Figure 1. Cell placement.
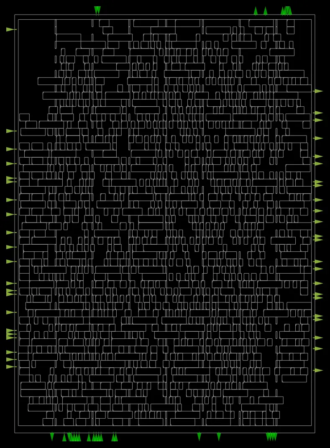
Figure 2. The metal 3 layer.
The bar under the picture is 20 um long.
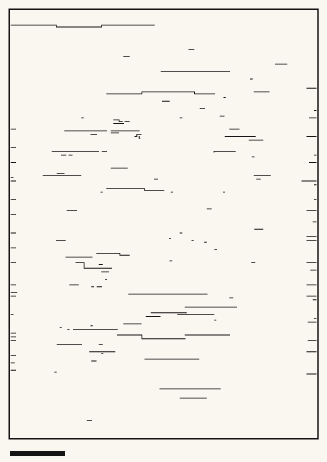
Figure 3. Sequential cells grouped by signal name.
The bar under the picture is 20 um long.
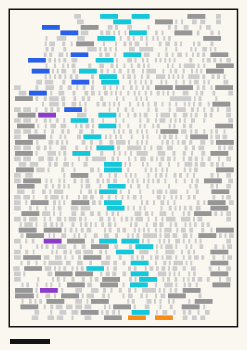
Figure 4. Cell density map.
11 x 16 tiles, from white (low) to dark blue (high), 0 to 100% covered.
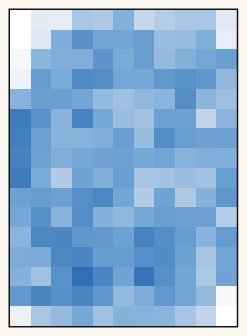
Figure 5. Cells coloured by class.
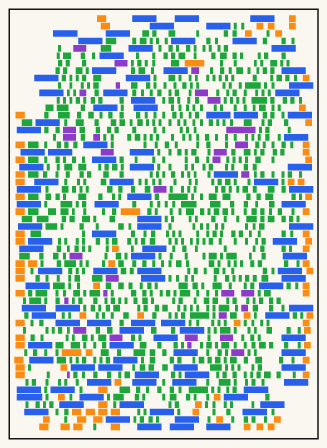
==> src/rtl/fp2int_converter_if.sv <==
// Handshake bundle for the float32 -> int32 converter.
// The slave side is the converter; the master side feeds operands and takes results.
interface fp2int_converter_if;
    logic        in_valid;
    logic        in_ready;
    logic [31:0] in_data;
    logic        out_valid;
    logic        out_ready;
    logic [31:0] out_data;
    logic [1:0]  out_flags;

    modport master (
        output in_valid, in_data, out_ready,
        input  in_ready, out_valid, out_data, out_flags
    );

    modport slave (
        input  in_valid, in_data, out_ready,
        output in_ready, out_valid, out_data, out_flags
    );
endinterface

==> src/rtl/fp2int_converter.sv <==
// Iterative float32 -> signed int32 converter, one shift bit per cycle.
// Define F2I_RTZ_EN for round-toward-zero instead of round-to-nearest-even.
module fp2int_converter (
    input  logic               clk,
    input  logic               rst,
    fp2int_converter_if.slave  bus
);
    typedef enum logic [2:0] {
        S_IDLE,
        S_CLASSIFY,
        S_SHIFT,
        S_ROUND,
        S_DONE
    } state_t;

    state_t      r_state;
    logic [31:0] r_op;
    logic [31:0] r_acc;
    logic        r_guard;
    logic        r_sticky;
    logic        r_left;
    logic [7:0]  r_cnt;
    logic        r_in_ready;
    logic        r_out_valid;
    logic [31:0] r_out_data;
    logic [1:0]  r_out_flags;

    logic        w_sign;
    logic [7:0]  w_exp;
    logic [22:0] w_man;
    logic [31:0] w_m;
    logic        w_nan;
    logic        w_inf;
    logic        w_zero;
    logic        w_den;
    logic        w_big;
    logic        w_left;
    logic [7:0]  w_n;
    logic        w_special;
    logic [31:0] w_sp_data;
    logic [1:0]  w_sp_flags;
    logic        w_inc;
    logic [31:0] w_mag;
    logic [31:0] w_res;

    assign w_sign = r_op[31];
    assign w_exp  = r_op[30:23];
    assign w_man  = r_op[22:0];
    assign w_m    = {8'd0, 1'b1, w_man};

    assign w_nan  = (w_exp == 8'hFF) && (w_man != 23'd0);
    assign w_inf  = (w_exp == 8'hFF) && (w_man == 23'd0);
    assign w_zero = (w_exp == 8'h00) && (w_man == 23'd0);
    assign w_den  = (w_exp == 8'h00) && (w_man != 23'd0);
    assign w_big  = (w_exp >= 8'd158) && (w_exp != 8'hFF);
    assign w_left = (w_exp >= 8'd150);

    assign w_special = w_nan | w_inf | w_zero | w_den | w_big;

    // Right shifts beyond 25 only feed sticky, so cap the count there.
    always_comb begin
        w_n = 8'd0;
        if (w_left)
            w_n = w_exp - 8'd150;
        else if (w_exp < 8'd125)
            w_n = 8'd25;
        else
            w_n = 8'd150 - w_exp;
    end

    always_comb begin
        w_sp_data  = 32'd0;
        w_sp_flags = 2'b00;
        unique case (1'b1)
            w_nan: begin
                w_sp_data  = 32'h8000_0000;
                w_sp_flags = 2'b10;
            end
            w_inf: begin
                w_sp_data  = w_sign ? 32'h8000_0000 : 32'h7FFF_FFFF;
                w_sp_flags = 2'b10;
            end
            w_zero: begin
                w_sp_data  = 32'd0;
                w_sp_flags = 2'b00;
            end
            w_den: begin
                w_sp_data  = 32'd0;
                w_sp_flags = 2'b01;
            end
            w_big: begin
                if (r_op == 32'hCF00_0000) begin
                    w_sp_data  = 32'h8000_0000;
                    w_sp_flags = 2'b00;
                end else begin
                    w_sp_data  = w_sign ? 32'h8000_0000 : 32'h7FFF_FFFF;
                    w_sp_flags = 2'b10;
                end
            end
            default: begin
                w_sp_data  = 32'd0;
                w_sp_flags = 2'b00;
            end
        endcase
    end

`ifdef F2I_RTZ_EN
    assign w_inc = 1'b0;
`else
    assign w_inc = r_guard & (r_sticky | r_acc[0]);
`endif

    assign w_mag = r_acc + {31'd0, w_inc};
    assign w_res = w_sign ? (~w_mag + 32'd1) : w_mag;

    always_ff @(posedge clk or negedge rst) begin
        if (!rst) begin
            r_state     <= S_IDLE;
            r_op        <= 32'd0;
            r_acc       <= 32'd0;
            r_guard     <= 1'b0;
            r_sticky    <= 1'b0;
            r_left      <= 1'b0;
            r_cnt       <= 8'd0;
            r_in_ready  <= 1'b1;
            r_out_valid <= 1'b0;
            r_out_data  <= 32'd0;
            r_out_flags <= 2'b00;
        end else begin
            unique case (r_state)
                S_IDLE: begin
                    if (bus.in_valid) begin
                        r_op       <= bus.in_data;
                        r_in_ready <= 1'b0;
                        r_state    <= S_CLASSIFY;
                    end
                end
                S_CLASSIFY: begin
                    if (w_special) begin
                        r_out_data  <= w_sp_data;
                        r_out_flags <= w_sp_flags;
                        r_out_valid <= 1'b1;
                        r_state     <= S_DONE;
                    end else begin
                        r_acc    <= w_m;
                        r_guard  <= 1'b0;
                        r_sticky <= 1'b0;
                        r_left   <= w_left;
                        r_cnt    <= w_n;
                        r_state  <= (w_n == 8'd0) ? S_ROUND : S_SHIFT;
                    end
                end
                S_SHIFT: begin
                    if (r_left) begin
                        r_acc <= {r_acc[30:0], 1'b0};
                    end else begin
                        r_acc    <= {1'b0, r_acc[31:1]};
                        r_guard  <= r_acc[0];
                        r_sticky <= r_sticky | r_guard;
                    end
                    r_cnt <= r_cnt - 8'd1;
                    if (r_cnt == 8'd1)
                        r_state <= S_ROUND;
                end
                S_ROUND: begin
                    r_out_data  <= w_res;
                    r_out_flags <= {1'b0, r_guard | r_sticky};
                    r_out_valid <= 1'b1;
                    r_state     <= S_DONE;
                end
                S_DONE: begin
                    if (bus.out_ready) begin
                        r_out_valid <= 1'b0;
                        r_in_ready  <= 1'b1;
                        r_state     <= S_IDLE;
                    end
                end
                default: begin
                    r_state <= S_IDLE;
                end
            endcase
        end
    end

    assign bus.in_ready  = r_in_ready;
    assign bus.out_valid = r_out_valid;
    assign bus.out_data  = r_out_data;
    assign bus.out_flags = r_out_flags;

endmodule

==> src/flat_wrapper.sv <==
// flat-port wrapper written by rule: the top's interface ports become plain ports
module fp2int_converter_flat 
  (clk, rst, bus_in_valid, bus_in_data, bus_out_ready, bus_in_ready, bus_out_valid, bus_out_data, bus_out_flags);
  fp2int_converter_if bus_i ();
  input  logic clk;
  input  logic rst;
  input wire logic [$bits(bus_i.in_valid)-1:0] bus_in_valid;
  input wire logic [$bits(bus_i.in_data)-1:0] bus_in_data;
  input wire logic [$bits(bus_i.out_ready)-1:0] bus_out_ready;
  output wire logic [$bits(bus_i.in_ready)-1:0] bus_in_ready;
  output wire logic [$bits(bus_i.out_valid)-1:0] bus_out_valid;
  output wire logic [$bits(bus_i.out_data)-1:0] bus_out_data;
  output wire logic [$bits(bus_i.out_flags)-1:0] bus_out_flags;
  assign bus_i.in_valid = bus_in_valid;
  assign bus_i.in_data = bus_in_data;
  assign bus_i.out_ready = bus_out_ready;
  assign bus_in_ready = bus_i.in_ready;
  assign bus_out_valid = bus_i.out_valid;
  assign bus_out_data = bus_i.out_data;
  assign bus_out_flags = bus_i.out_flags;
  fp2int_converter u_core (.clk(clk), .rst(rst), .bus(bus_i));
endmodule
==> config.mk <==
export PLATFORM = sky130hd
export DESIGN_NAME = fp2int_converter_flat
export DESIGN_NICKNAME = d
export VERILOG_FILES = /design/src/rtl/fp2int_converter_if.sv /design/src/rtl/fp2int_converter.sv /design/src/flat_wrapper.sv
export SDC_FILE = /design/constraint.sdc
export NUM_CORES = 1
export LEC_CHECK = 0
export ABC_AREA = 1
export CELL_PAD_IN_SITES_DETAIL_PLACEMENT = 1
export CELL_PAD_IN_SITES_GLOBAL_PLACEMENT = 1
export CORE_ASPECT_RATIO = 1.4
export CORE_UTILIZATION = 43
export CTS_BUF_LIST = sky130_fd_sc_hd__clkbuf_8
export DETAILED_ROUTE_END_ITERATION = 16
export PLACE_DENSITY = 0.82
export SYNTH_ARGS = -nofsm -noshare
export SYNTH_HDL_FRONTEND = slang
export SYNTH_SLANG_ARGS = --single-unit
==> constraint.sdc <==
create_clock -name clk -period 3.6 [get_ports clk]
set_clock_uncertainty 0.2 [all_clocks]
set_input_delay 0.9 -clock clk [delete_from_list [all_inputs] [get_ports clk]]
set_output_delay 0.9 -clock clk [all_outputs]
set_load 0.1 [all_outputs]
==> flow_summary_export.csv <==
group,metric,value,unit
timing,slew_viol_final,0,
power_and_ir_drop,power_switching,5.29,mW
logic_synthesis,synthArstFlopShare,100,%
timing,hold_viol,0,
clock_tree,cts_max_level,4,
die,io_pins,72,
die,dieWidth,113,um
timing,period_needed,3150,ps
worst_setup_path,critPathKind,"flop to flop",
logic_synthesis,yosysWarnings,0,
logic_synthesis,ys_seq_share,38.7,%
worst_setup_path,cpPeakStageDelay,630,ps
logic_synthesis,numSynthFlops,114,
finish,drive_gt1_share,12.2,%
power_and_ir_drop,clockPowerShare,12.5,%
routing,wl_met3,659,um
power_and_ir_drop,powerDensity,1080,nW/um^2
timing,whs,200,ps
timing,max_clock_freq,0.318,GHz
finish,syn2layout_area_growth,17.2,%
job,drv_cap,0,
finish,layout_top_cells,"nand2_1, nor2_1, dfrtp_1, inv_1, a21oi_1",
clock_tree,post-cts-setup-buffers,0,
timing,max_slew_margin,53.1,%
finish,final_cells,1329,
logic_synthesis,ff_type,"dfrtp_1",
logic_synthesis,synthCells,1044,
logic_synthesis,yosys-stat-area,7370,sq um
worst_setup_path,critPathCaptureType,"flop",
logic_synthesis,fp_nets,1092,
clock_tree,cts_hold_buf,0,
timing,worstMarginPinSlew,700,ps
power_and_ir_drop,leakage,3.92,nW
logic_synthesis,synth.distinct_cells,50,
clock_tree,cts_tree,"built",
logic_synthesis,synth-xor-area-share,1.53,%
grt,grt_max_degree,61,
logic_synthesis,mux_share,2.29,%
timing,finalWorstSetupSlack,453,ps
worst_setup_path,reg2reg_slack,450,ps
run_status,outcome,"complete, no violations",
logic_synthesis,yosys_cells,1044,
placed_design,place_ws,512,ps
logic_synthesis,syn_area,7370,sq um
routing,first_iter_violations,315,
placed_design,placed_cell_area,8260,sq um
logic_synthesis,edf_count,0,
placed_design,gp_congestion,0.921,
grt,busiest_layer,"met2",
clock_tree,cts_root_buf,"clkbuf_8",
timing,setup_viol,0,
grt,overflow,0,
job,tool_warnings,32,
grt,grt_pass1_wl,38.6,mm
Notes on Figure 1 above:
Seq area share: 33.1%
fill count: 2,167
core footprint: 16,700 sq um
fin util: 51.6%

Notes on Figure 2 above:
longest straight run: 28.8 um
main direction: horizontal
nets with wire on the layer: 88
share of all routed wire: 2.8%
grt met3 use: 4.26%
via count: 7,409
Final Routed Wirelength: 23.5 mm

Notes on Figure 3 above:
| colour | signal | flops |
|---|---|---|
| blue | u_core.r_cnt | 8 |
| cyan | u_core.r_acc | 32 |
| purple | u_core.r_state | 3 |
| orange | u_core.bus.out_flags | 2 |
Reg area: 2850 sq um
P_seq: 2.52 mW

Notes on Figure 4 above:
fullest tile: 74%
nearly empty tiles: 1.7%
emptiest ninth of the die: top left
mean over tiles: 47%
Init Core Util: 44.0%

Notes on Figure 5 above:
| colour | class | cells | share of their area |
|---|---|---|---|
| green | combinational and other logic | 894 | 52% |
| orange | other buffers and delay cells | 86 | 9.2% |
| blue | flops | 114 | 34% |
| purple | clock drivers and dummy loads | 32 | 4.4% |
row cnt: 56
design area: 8630 sq um

==> sequential cells by signal, summed over array words and instances (netlist names), 2 cells and up <==
register              flops
u_core.r_state            3
u_core.r_cnt              8
u_core.r_op              32
u_core.r_acc             32
u_core.bus.out_data      32
u_core.bus.out_flags      2
==> worst max-delay path, delay by kind of cell (launching register included) <==
family          cells  cell delay [ps]
compound gates      1               90
buf+inv             2             1030
flops               1              480
simple gates        8             1220
==> synthesized netlist by cell type, types with 3 or more instances <==
master    number  share of area, %
a21boi_0       4              0.41
nand2_1      252                13
dfrtp_1      113                38
o22ai_1       25               2.1
o21ai_0       66               4.5
nor2_1       148               7.5
nor2_4         4              0.61
nor2_8         3              0.82
a22oi_1        7              0.71
o211ai_1       3              0.31
mux2_2        15               2.3
nor2_2         8              0.68
ha_1          12               2.0
nand3_1       70               4.8
o21ai_2        3              0.36
nor3_1        11              0.75
xor2_1        10               1.2
o21ai_1        3              0.20
clkbuf_1      28               1.4
nand4_1        9              0.76
nand3b_1       7              0.71
buf_2          5              0.34
a21oi_1       90               6.1
nor4_1         6              0.51
inv_1        104               5.3
nand2_2        6              0.51
==> area by class of cell <==
cell class	instances	area, sq um	share of cell area, %
Inverter	107	402	4.65
Tap cell	203	254	2.94
Sequential cell	114	2850	33.1
Timing Repair Buffer	86	768	8.90
Clock buffer	19	262	3.03
Clock inverter	13	111	1.29
Multi-Input combinational cell	787	3980	46.1
==> power groups by stage <==
stage	clock (mW)	combinational, mW	sequential, mW
6_report	1.17	5.66	2.52
5_1_grt	1.23	6.21	2.60
4_1_cts	1.19	5.68	2.52
3_5_place_dp	0	5.65	2.54
3_3_place_gp	0	5.52	2.51
2_1_floorplan	0	2.84	3.79
Power is estimated from default activity; no workload was simulated.
